M3 wires:
Drawn at 2 px/µm.
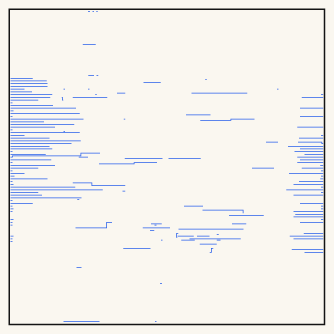
Routed metal, one color a layer:
Drawn at 2 px/µm. Only two layers are drawn.
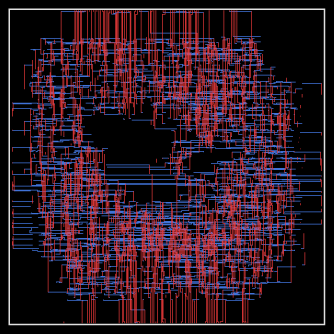
Cell placement:
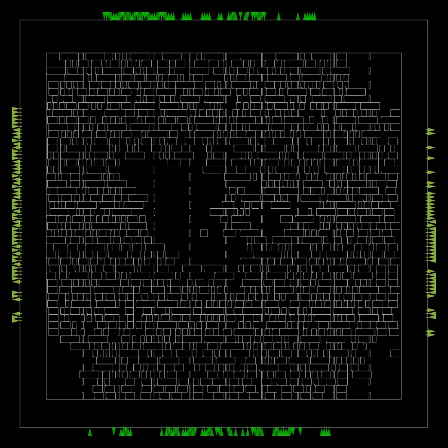
Cell classes on the final placement:
Drawn at 2 px/µm.
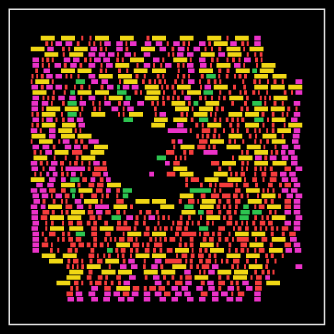
Design instr_fetch_unit, sky130hd; sources not shown.
==> run notes <==
The run gives 90 ps for the clock transition time at the flip-flop clock pins of the worst setup and hold paths. The finished cells cover 9800 µm². Across the run, the number of max-cap violations was 0. With the final hold slack at 428 ps, the compound-gate portion of the synthesized area is 0.177. Of all nets on the critical path, the largest fanout is 7.

The largest contributor to cell area by class was multi-input combinational cells. At the pin with the least slew margin, the transition time is 755 ps. Family of cells with the greatest summed delay on the critical path: simple AND/OR/NAND/NOR gates. The run gives 0 for the remaining antenna violation count after routing. Summed over all nets, wire length on met3 after detailed routing comes to 1640 µm.

Pins over their slew limit in the final report were tallied at 0. For the count of clock tree sinks, the log shows 163. All stages included, the depth of the critical timing path comes to 7. The tools report the total number of yosys warnings as 0. The run gives 0.0398 for the clock network area share. With the final tally of setup violations at 0, the half-perimeter wire length after detailed placement is 17900 µm. The number of standard cells after synthesis came out at 891. The run gives 12.8 ps for the clock skew.

The worst hold path depth is 3. The post-synthesis adder-cell area fraction is 0.0186. The sequential area share after synthesis is 0.458, and the total cell area reported by yosys after synthesis is 7120 µm².

In the layout the commonest cells are sky130_fd_sc_hd__nand2_1, sky130_fd_sc_hd__clkdlybuf4s50_1, sky130_fd_sc_hd__a21oi_1. The clock passes through at most 2 buffers. The worst register-to-register path depth is 7.

The total number of warnings across the stage logs was 30; the number of buffers inserted by port buffering was 207. The pre-antenna-repair detailed-routing pass consisted of 4 iterations. The count of library flops with an enable pin was 0; the quantity of hold-fixing buffers added after cts was 0. The script extracted a net switching power of 1.14 mW.

The run gives 0 as the total overflow reported by the global router. Sorting the synthesized cells by area gives the leading types as sky130_fd_sc_hd__dfxtp_1, sky130_fd_sc_hd__nand2_1, sky130_fd_sc_hd__a21oi_1, sky130_fd_sc_hd__mux2i_1, sky130_fd_sc_hd__clkbuf_1. The first global-routing pass estimated 40000 µm of wire.

The logs give 0.781 for the final weighted congestion in routability-driven placement and 3260 µm² for the area used by sequential logic in the layout. The run gives 208 for the number of primary I/O pins. The run gives 0.700 for the fraction of the cycle the final worst path needs.

The highest metal layer carrying signal wires in the routed design is met4. The multiplexer share of the synthesized area was 0.0482. The kind of start point of the critical path was a flop.

Listed in order, past its start point the critical path passes ha_1 > fa_1 > a21oi_1 > nor4_4 > nand4_1 > xor2_1 > a211oi_1. The run gives 0.458 for the area share of the leading cell type in the synthesized netlist. Across the VDD grid, the largest voltage drop is 0.000269 V. Per the layout area report, the combinational gate area comes to 3580 µm². The run gives 0 for the initial antenna violation count.

The power density normalized to cell area was 412 nW/µm². For this run, the leading register cell type out of synthesis is sky130_fd_sc_hd__dfxtp_1. After synthesis the cells add up to 7120 µm². For the later-pin clock latency in the skew report, the log shows 460 ps. Length of routed met2 wiring: 12300 µm. The run gives 0.366 for the share of the final layout cell area in multi-input gates. On the worst path, the slowest cell contributes a delay of 490 ps. Classification of the worst setup path: flop to flop. The met1 layer wirelength in the final routing is 10500 µm, and the layout cell share with drive strength beyond 1 is 0.0631.

The biggest area contributor in the post-synthesis netlist is sky130_fd_sc_hd__dfxtp_1. By area, the combinational part of the netlist is dominated by simple AND/OR/NAND/NOR gates. In this build the clock could be raised as far as 408 MHz. Clock group total power: 1.37 mW. The most used routing layer is met2.

The run gives 0.497 as the worst slew margin relative to its limit. TritonCTS built the clock tree. Setup repair after global routing left no endpoint under its margin. The area fraction in and, or, nand and nor cells was 0.232. Height of the die: 157 µm. According to the cell report, the number of logic gates is 655. In the finished layout, the clock tree contains a buffer count of 22.

By instance count, the leading cell after synthesis is sky130_fd_sc_hd__nand2_1. The minimum clock period after layout was 2450 ps. The relative contribution of sequential cells to total power is 0.494.

The net count after synthesis is 1010, and the post-CTS setup-driven buffer insertion count is 0. The clock buffer count from CTS is 17, and the final hold violation count is 0. After synthesis, the most frequently instantiated cells are sky130_fd_sc_hd__nand2_1, sky130_fd_sc_hd__a21oi_1, sky130_fd_sc_hd__dfxtp_1. The number of signal-net buffers in the layout works out to 224. The run gives 1274 as the cell count after placement. The run finished with clean final reports. Overall power consumption after layout is estimated at 4.04 mW.
Back to the opening pictures, 'M3 wires':
- nets with wire on the layer: 123
- wire length on this layer: 1640 µm
- main direction: horizontal
- longest straight run: 45.8 µm
DRT Wirelength: 24800 µm
grt met3 use: 0.0620
total number of vias: 6993

Back to the opening pictures, 'routed metal, one color a layer':
- blue: metal 1 (wire length 10500 µm)
- red: metal 2 (wire length 12300 µm)
detail-routed net length per standard cell: 19.0 µm
Tot GR Track Use: 0.201

Back to the opening pictures, 'cell placement':
register fraction of the total cell area: 0.333
flip-flops: 163
count of placed standard cells in the final layout, fillers left out: 1306
row cnt: 49
Layout fillers: 2144

Back to the opening pictures, 'cell classes on the final placement':
- magenta: remaining buffers and delay cells (cells 224; share of their area 24%)
- green: clock drivers and dummy loads (cells 32; share of their area 4.1%)
- yellow: sequential cells (cells 163; share of their area 34%)
- red: combinational and other logic (cells 658; share of their area 38%)
area of the core: 18200 µm²
Finished Core Util: 0.538

No activity file was given, so power comes from the tool's default toggle rates.
